==> config.mk <==
export PLATFORM = sky130hd
export DESIGN_NAME = priority_interrupt_controller
export DESIGN_NICKNAME = d
export VERILOG_FILES = /design/src/rtl/priority_interrupt_controller.sv
export SDC_FILE = /design/constraint.sdc
export NUM_CORES = 1
export LEC_CHECK = 0
export CORE_AREA = 2 2 77 79
export CTS_CLUSTER_DIAMETER = 40
export DETAILED_ROUTE_END_ITERATION = 10
export DIE_AREA = 0 0 79 81
export HOLD_SLACK_MARGIN = 0.05
export PLACE_DENSITY = 0.79
export SLEW_MARGIN = 20
export SYNTH_ARGS = -nofsm -noshare
export SYNTH_HDL_FRONTEND = slang
export SYNTH_SLANG_ARGS = --single-unit
export TNS_END_PERCENT = 10
==> constraint.sdc <==
create_clock -name clk -period 2 [get_ports clk]
set_input_delay 0.6 -clock clk [delete_from_list [all_inputs] [get_ports clk]]
set_output_delay 0.6 -clock clk [all_outputs]
set_load 0.01 [all_outputs]
==> src/rtl/priority_interrupt_controller.sv <==
// priority_interrupt_controller
//
// Memory-mapped interrupt controller for the MIPS microcontroller. It collects
// NUM_IRQ request lines and gives each one an enable mask bit, an edge/level
// mode bit and a software-visible pending bit. Requests are arbitrated by fixed
// priority, where the lowest index wins. The controller raises the single CPU
// interrupt line and holds it until software writes the serviced ID to INT_ACK.
//
// Optional build macro:
//   IRQ_SYNC_EN - when defined, each irq line goes through a 2-flop synchronizer
//                 before the edge/level logic. This adds 2 cycles to every
//                 request latency.
//
// Ports:
//   clk          system clock, all logic on the rising edge
//   rst          synchronous active-low reset
//   address      register select (IRQ_ID, MASK, INT_ACK, MODE, PENDING)
//   rw           1 = write, 0 = read
//   ce           chip enable, a bus access happens only when 1
//   data_in      write data (the low NUM_IRQ bits are used, except for INT_ACK)
//   data_out     combinational read data, 0 whenever no read is in progress
//   irq          request lines
//   intr         interrupt request to the CPU (registered)
//   dbg_state_o  current arbitration state (0 = IDLE, 1 = WAIT_ACK)
//
// Bus access semantics: there is no valid/ready handshake. Each access
// completes in one cycle. A write (ce=1, rw=1) is committed at the rising edge
// on which it is presented. A read (ce=1, rw=0) returns data combinationally
// in the same cycle. The slave never stalls.
module priority_interrupt_controller #(
  parameter int          NUM_IRQ      = 8,
  parameter int          DATA_WIDTH   = 32,
  parameter logic [2:0]  IRQ_ID_ADDR  = 3'd0,
  parameter logic [2:0]  MASK_ADDR    = 3'd1,
  parameter logic [2:0]  INT_ACK_ADDR = 3'd2,
  parameter logic [2:0]  MODE_ADDR    = 3'd3,
  parameter logic [2:0]  PENDING_ADDR = 3'd4
) (
  input  logic                  clk,
  input  logic                  rst,
  input  logic [2:0]            address,
  input  logic                  rw,
  input  logic                  ce,
  input  logic [DATA_WIDTH-1:0] data_in,
  output logic [DATA_WIDTH-1:0] data_out,
  input  logic [NUM_IRQ-1:0]    irq,
  output logic                  intr,
  output logic                  dbg_state_o
);

  localparam int ID_W = (NUM_IRQ > 1) ? $clog2(NUM_IRQ) : 1;

  typedef enum logic {
    IDLE     = 1'b0,
    WAIT_ACK = 1'b1
  } state_t;

  state_t              state_q;
  logic                intr_q;
  logic [ID_W-1:0]     irq_id_q, irq_id_d;
  logic [NUM_IRQ-1:0]  mask_q, mask_d;
  logic [NUM_IRQ-1:0]  mode_q, mode_d;
  logic [NUM_IRQ-1:0]  pending_q, pending_d;
  logic [NUM_IRQ-1:0]  irq_prev_q;
  logic [NUM_IRQ-1:0]  irq_s;

  // ---------------------------------------------------------------------------
  // Request input conditioning
  // ---------------------------------------------------------------------------
`ifdef IRQ_SYNC_EN
  logic [NUM_IRQ-1:0] sync1_q, sync2_q;

  always_ff @(posedge clk) begin
    if (!rst) begin
      sync1_q <= '0;
      sync2_q <= '0;
    end else begin
      sync1_q <= irq;
      sync2_q <= sync1_q;
    end
  end

  assign irq_s = sync2_q;
`else
  assign irq_s = irq;
`endif

  // ---------------------------------------------------------------------------
  // Bus decode
  // ---------------------------------------------------------------------------
  logic wr_en, rd_en;
  logic ack_match;
  logic [NUM_IRQ-1:0] w1c, ack_clr, edge_set, active;

  assign wr_en = ce & rw;
  assign rd_en = ce & ~rw;

  // An ACK counts only while an interrupt is being signalled, and only if it
  // names the latched ID exactly. The full data word is compared, so a value
  // with stray upper bits does not match.
  assign ack_match = wr_en && (address == INT_ACK_ADDR) && (state_q == WAIT_ACK)
                     && (data_in == DATA_WIDTH'(irq_id_q));

  assign w1c      = (wr_en && (address == PENDING_ADDR)) ? data_in[NUM_IRQ-1:0] : '0;
  assign edge_set = irq_s & ~irq_prev_q;
  assign active   = pending_q & mask_q;

  always_comb begin
    ack_clr = '0;
    for (int i = 0; i < NUM_IRQ; i++) begin
      ack_clr[i] = ack_match && (irq_id_q == ID_W'(i));
    end
  end

  // ---------------------------------------------------------------------------
  // Pending, mask and mode next state
  // ---------------------------------------------------------------------------
  always_comb begin
    pending_d = '0;
    for (int i = 0; i < NUM_IRQ; i++) begin
      if (mode_q[i]) begin
        // Edge mode: a new edge beats a clear that arrives in the same cycle.
        pending_d[i] = edge_set[i] | (pending_q[i] & ~(ack_clr[i] | w1c[i]));
      end else begin
        // Level mode: pending is simply the registered request line.
        pending_d[i] = irq_s[i];
      end
    end
  end

  always_comb begin
    mask_d = mask_q;
    mode_d = mode_q;
    if (wr_en && (address == MASK_ADDR)) mask_d = data_in[NUM_IRQ-1:0];
    if (wr_en && (address == MODE_ADDR)) mode_d = data_in[NUM_IRQ-1:0];
  end

  always_ff @(posedge clk) begin
    if (!rst) begin
      mask_q     <= '0;
      mode_q     <= '0;
      pending_q  <= '0;
      irq_prev_q <= '0;
    end else begin
      mask_q     <= mask_d;
      mode_q     <= mode_d;
      pending_q  <= pending_d;
      irq_prev_q <= irq_s;
    end
  end

  // ---------------------------------------------------------------------------
  // Fixed-priority encoder: scanning from the top down lets the lowest set
  // index be the last assignment, so it wins.
  // ---------------------------------------------------------------------------
  always_comb begin
    irq_id_d = '0;
    for (int i = NUM_IRQ - 1; i >= 0; i--) begin
      if (active[i]) irq_id_d = ID_W'(i);
    end
  end

  // ---------------------------------------------------------------------------
  // Arbitration state machine. intr and irq_id are registered here. While in
  // WAIT_ACK, changes to mask or mode do not disturb the latched interrupt.
  // ---------------------------------------------------------------------------
  always_ff @(posedge clk) begin
    if (!rst) begin
      state_q  <= IDLE;
      intr_q   <= 1'b0;
      irq_id_q <= '0;
    end else begin
      case (state_q)
        IDLE: begin
          if (|active) begin
            irq_id_q <= irq_id_d;
            intr_q   <= 1'b1;
            state_q  <= WAIT_ACK;
          end
        end
        WAIT_ACK: begin
          if (ack_match) begin
            intr_q  <= 1'b0;
            state_q <= IDLE;
          end
        end
        default: begin
          intr_q  <= 1'b0;
          state_q <= IDLE;
        end
      endcase
    end
  end

  assign intr        = intr_q;
  assign dbg_state_o = state_q;

  // ---------------------------------------------------------------------------
  // Read mux
  // ---------------------------------------------------------------------------
  logic [DATA_WIDTH-1:0] rdata;

  always_comb begin
    rdata = '0;
    case (address)
      IRQ_ID_ADDR:  rdata[ID_W-1:0]    = irq_id_q;
      MASK_ADDR:    rdata[NUM_IRQ-1:0] = mask_q;
      MODE_ADDR:    rdata[NUM_IRQ-1:0] = mode_q;
      PENDING_ADDR: rdata[NUM_IRQ-1:0] = pending_q;
      default:      rdata = '0;
    endcase
  end

  assign data_out = rd_en ? rdata : '0;

endmodule
density.png
Bar = 20 um. The die is cut into 8 by 8 equal tiles; dark blue is low, red is high, 0 to 100% covered.
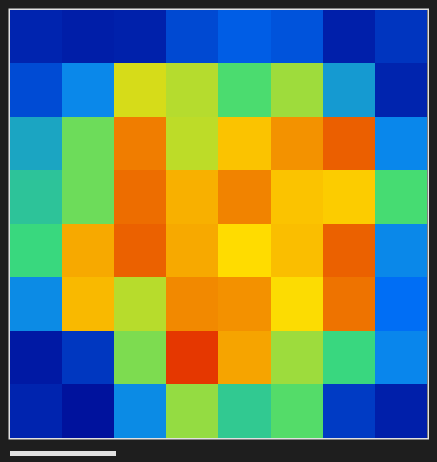
fullest tile	94%
densest ninth of the die	centre
mean over tiles	50%

final_congestion.png
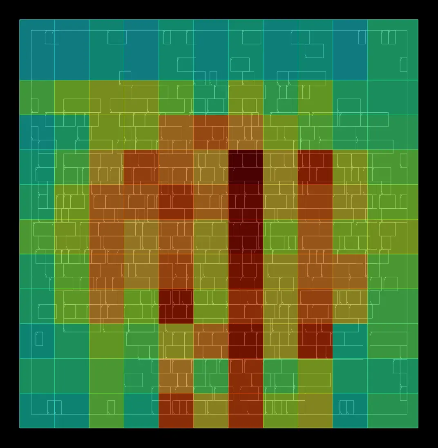
GR Layer Usage met1: 0.255
met2 layer usage reported by global route: 0.413
global routing usage on met3: 0.0467
post-detailed-route wirelength per cell: 15.5 um
Total Routing Usage GR: 0.223

cell_classes.png
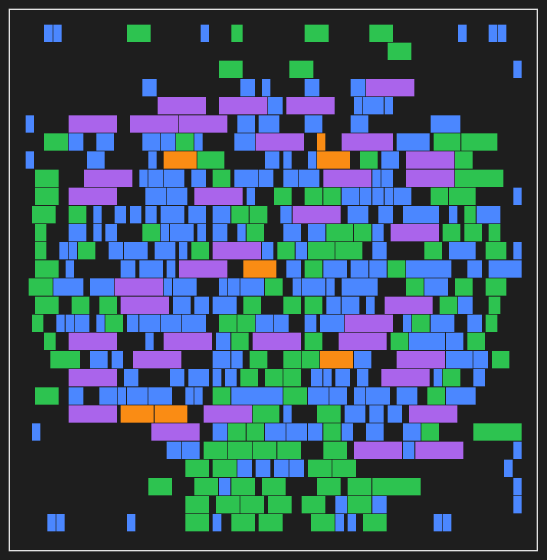
class	colour	cells	share of their area
all other logic	blue	205	42%
other buffers and delay cells	green	118	33%
flip-flops	purple	37	23%
clock drivers and dummy loads	orange	7	2.7%

==> impl_results.rst <==
Run summary
-----------

.. list-table::
   :header-rows: 1

   * - Metric
     - Value
   * - Result of the run
     - finished, violations left
   * - Violations in the final reports
     - negative setup slack
   * - Cell taking the most area after synthesis
     - sky130_fd_sc_hd__dfxtp_1
   * - Tapcells
     - 75
   * - MaxCap Viol Count
     - 0
   * - Layout filler cell count
     - 532
   * - Place WS
     - -1.10 ns
   * - Routed Wire Length
     - 6860 um
   * - Min Tclk post-route
     - 2.14 ns
   * - Area growth from synthesis to layout
     - 52.2%
   * - Portion of the layout cell area used by clock cells
     - 0.0261
   * - Standard cell area after detailed placement
     - 3070 um2
   * - Routed vias/inst
     - 5.32
   * - Wire length of the first global-routing pass
     - 11000 um
   * - Horizontal die size
     - 79 um
   * - Vias in the first global route
     - 2321
   * - Setup skew after layout
     - 0.00496 ns
   * - Share of synthesized registers carrying an async set or reset
     - 0
   * - Number of hold buffers added after cts
     - 0
   * - Sequential share of the synthesized area
     - 0.341
   * - Multiplexer share of the synthesized area
     - 0.0754
   * - Required time at the worst-slack endpoint
     - 1.40 ns
   * - Height of the die
     - 81 um
   * - TritonRoute pass-1 iters
     - 4
   * - Cell kind with the greatest summed area
     - logic gates
   * - Total number of H-tree levels
     - 2
   * - Final tally of max-slew violations
     - 0
   * - Most used cells in the layout excluding fill and tap cells
     - sky130_fd_sc_hd__buf_4 (53), sky130_fd_sc_hd__clkdlybuf4s50_1 (42), sky130_fd_sc_hd__dfxtp_1 (36)
   * - Grt total ovfl
     - 0
   * - Area fraction in full adders, half adders and majority gates
     - 0
   * - Most common cell after layout, fill and taps aside
     - sky130_fd_sc_hd__buf_4
   * - Clock root buffer master
     - sky130_fd_sc_hd__clkbuf_8
   * - Worst Path Max Fanout
     - 6
   * - Share of cells above drive strength 1
     - 0.275
   * - Num Clock Sinks
     - 37
   * - Total number of yosys warnings
     - 0
   * - Compound Share, Synth
     - 0.211
   * - Maximum ir drop on the vdd rail
     - 395 uV
   * - OpenROAD warning count
     - 29
   * - Post-CTS clock slew at the launch and capture registers of the worst setup and hold paths
     - 0.07 ns
   * - Hold violation count in the final report
     - 0
   * - Initial antenna violation count
     - 0
   * - Top logic family
     - simple AND/OR/NAND/NOR gates
   * - Via total after detailed routing
     - 2353
   * - Combinational cell area excluding buffers and inverters
     - 1340 um2
   * - Yosys stat area
     - 2170 um2
   * - Estimated wirelength of the detail-placed design
     - 4940 um
   * - Pin count of the biggest net entering global routing
     - 24
   * - Sequential Area
     - 742 um2
   * - MI comb cells
     - 204
   * - FFs & Latches
     - 37
   * - Total power density per cell area
     - 495 nW/um2
   * - CTS Buffer Depth
     - 2
   * - Row Count
     - 28
   * - Most used standard cells in the synthesized netlist
     - sky130_fd_sc_hd__dfxtp_1 (37), sky130_fd_sc_hd__nor2_1 (25), sky130_fd_sc_hd__buf_4 (24)
   * - Sequential fraction of total cell area
     - 0.224
   * - Count of flip-flops with a built-in enable after synthesis
     - 0
   * - Top-area cell type share of the netlist area
     - 0.341
   * - Post-layout nets
     - 414
   * - Tally of unique sky130hd cells used after synthesis
     - 37
   * - RSZ-0062 raised after global routing
     - true
   * - Post-route standard cell area excluding fillers
     - 3310 um2
   * - Non-clock buffers, area share
     - 0.317
   * - Leakage power total
     - 1.31 nW
   * - Proportion of cell area occupied by multi-input gates
     - 0.404
   * - Area of the core region
     - 5680 um2
   * - Data arrival at the endpoint of the critical path
     - 1.54 ns
   * - Number of ordinary inverters in the final layout
     - 1
   * - Peak-usage layer in the global routing report
     - met2
   * - Final setup margin
     - -0.135 ns
   * - Clock buffer count
     - 7
   * - Instance count of the mapped netlist
     - 260
   * - Die area
     - 6400 um2
   * - Worst hold-check path type
     - reg2reg
   * - Dominant cell by count in the synthesized netlist
     - sky130_fd_sc_hd__dfxtp_1
   * - Initial Utilization
     - 0.383
   * - Post-layout period usage
     - 1.07
   * - DRC violation count after routing
     - 0
   * - Inserted Clock Buffers
     - 5
   * - Startpoint class of the critical path
     - input port
   * - Drt first-iter violations
     - 154
   * - Later-pin clock latency in the skew report
     - 0.29 ns
   * - Total of endpoints with negative setup slack in the final report
     - 8
   * - Yosys Instances
     - 260
   * - Main area contributors
     - sky130_fd_sc_hd__dfxtp_1 (34%), sky130_fd_sc_hd__buf_4 (8.3%), sky130_fd_sc_hd__mux2i_1 (6.0%)
   * - Xor/xnor cell area share of the yosys netlist
     - 0.0121
   * - Mapped Area
     - 2170 um2
   * - Type of the setup path with the least slack
     - in2out
   * - Worst setup EP type
     - output port
   * - Non-Clock Buffer Count
     - 118
   * - Number of inserted diodes
     - 0
   * - Basic Gates by Area
     - 0.237
   * - TritonCTS clock tree
     - yes
   * - GP Congestion
     - 0.892
   * - Port Buffers
     - 56
   * - Antenna-violating nets left
     - 0
   * - Total power
     - 0.00164 W
   * - Main synth FF type
     - sky130_fd_sc_hd__dfxtp_1
   * - Avg Synthesized Cell Area
     - 8.36 um2
   * - Final-layout setup total negative slack
     - -0.998 ns
   * - Max Freq
     - 468 MHz
   * - Number of placed I/O pins
     - 81
   * - Flops & latches, synth
     - 37
## timing repair
action,CTS,global route
buffers inserted,9,0
pin swaps,11,6
setup endpoints to repair,26,19
resized,71,8
cloned,0,0
## per-layer routing
| layer | share of wire | up-vias | wire, um |
|---|---|---|---|
| met5 | 0 | - | 0 |
| met4 | 0.018 | 0 | 123 |
| met3 | 0.067 | 17 | 458 |
| met2 | 0.50 | 99 | 3460 |
| met1 | 0.41 | 1131 | 2820 |
| li1 | - | 1106 | - |
## worst max-delay path: stages
cell                      delay [ns]
sky130_fd_sc_hd__buf_8          0.10
sky130_fd_sc_hd__buf_6          0.12
sky130_fd_sc_hd__buf_12         0.12
sky130_fd_sc_hd__buf_4          0.13
sky130_fd_sc_hd__a22oi_2        0.12
sky130_fd_sc_hd__o32a_1         0.18
sky130_fd_sc_hd__nor2_2         0.03
sky130_fd_sc_hd__buf_2          0.13
## final timing paths
path	startpoint	to	slack, ns	cells past startpoint
hold / removal	intr	intr	0.46	2
setup / recovery	address[0]	data_out[0]	-0.14	8
hold reg to reg	intr	intr	0.46	2
setup reg to reg	dbg_state_o	pending_q[4]	0.40	5
## report_power, final
part | total (W) | switching, W | internal [W]
clock network | 0.000520 | 0.000247 | 0.000273
registers | 0.000778 | 0.0000170 | 0.000761
logic | 0.000340 | 0.000144 | 0.000196
## registers in the layout, indices dropped and copies added, names as in the netlist
register / flops
irq_prev_q: 8
pending_q: 8
mode_q: 8
irq_id_q: 3
intr: 1
mask_q: 8
dbg_state_o: 1
## metrics by stage
stage	util	cells	hold WS (ns)
global placement	0.541	426	0.461
finish	0.583	442	0.462
floorplan	-	283	0.477
global route	0.583	442	0.491
detailed placement	0.541	426	0.457
CTS	0.578	442	0.465
Power figures rest on the tool's default switching activity, not on a simulated workload.
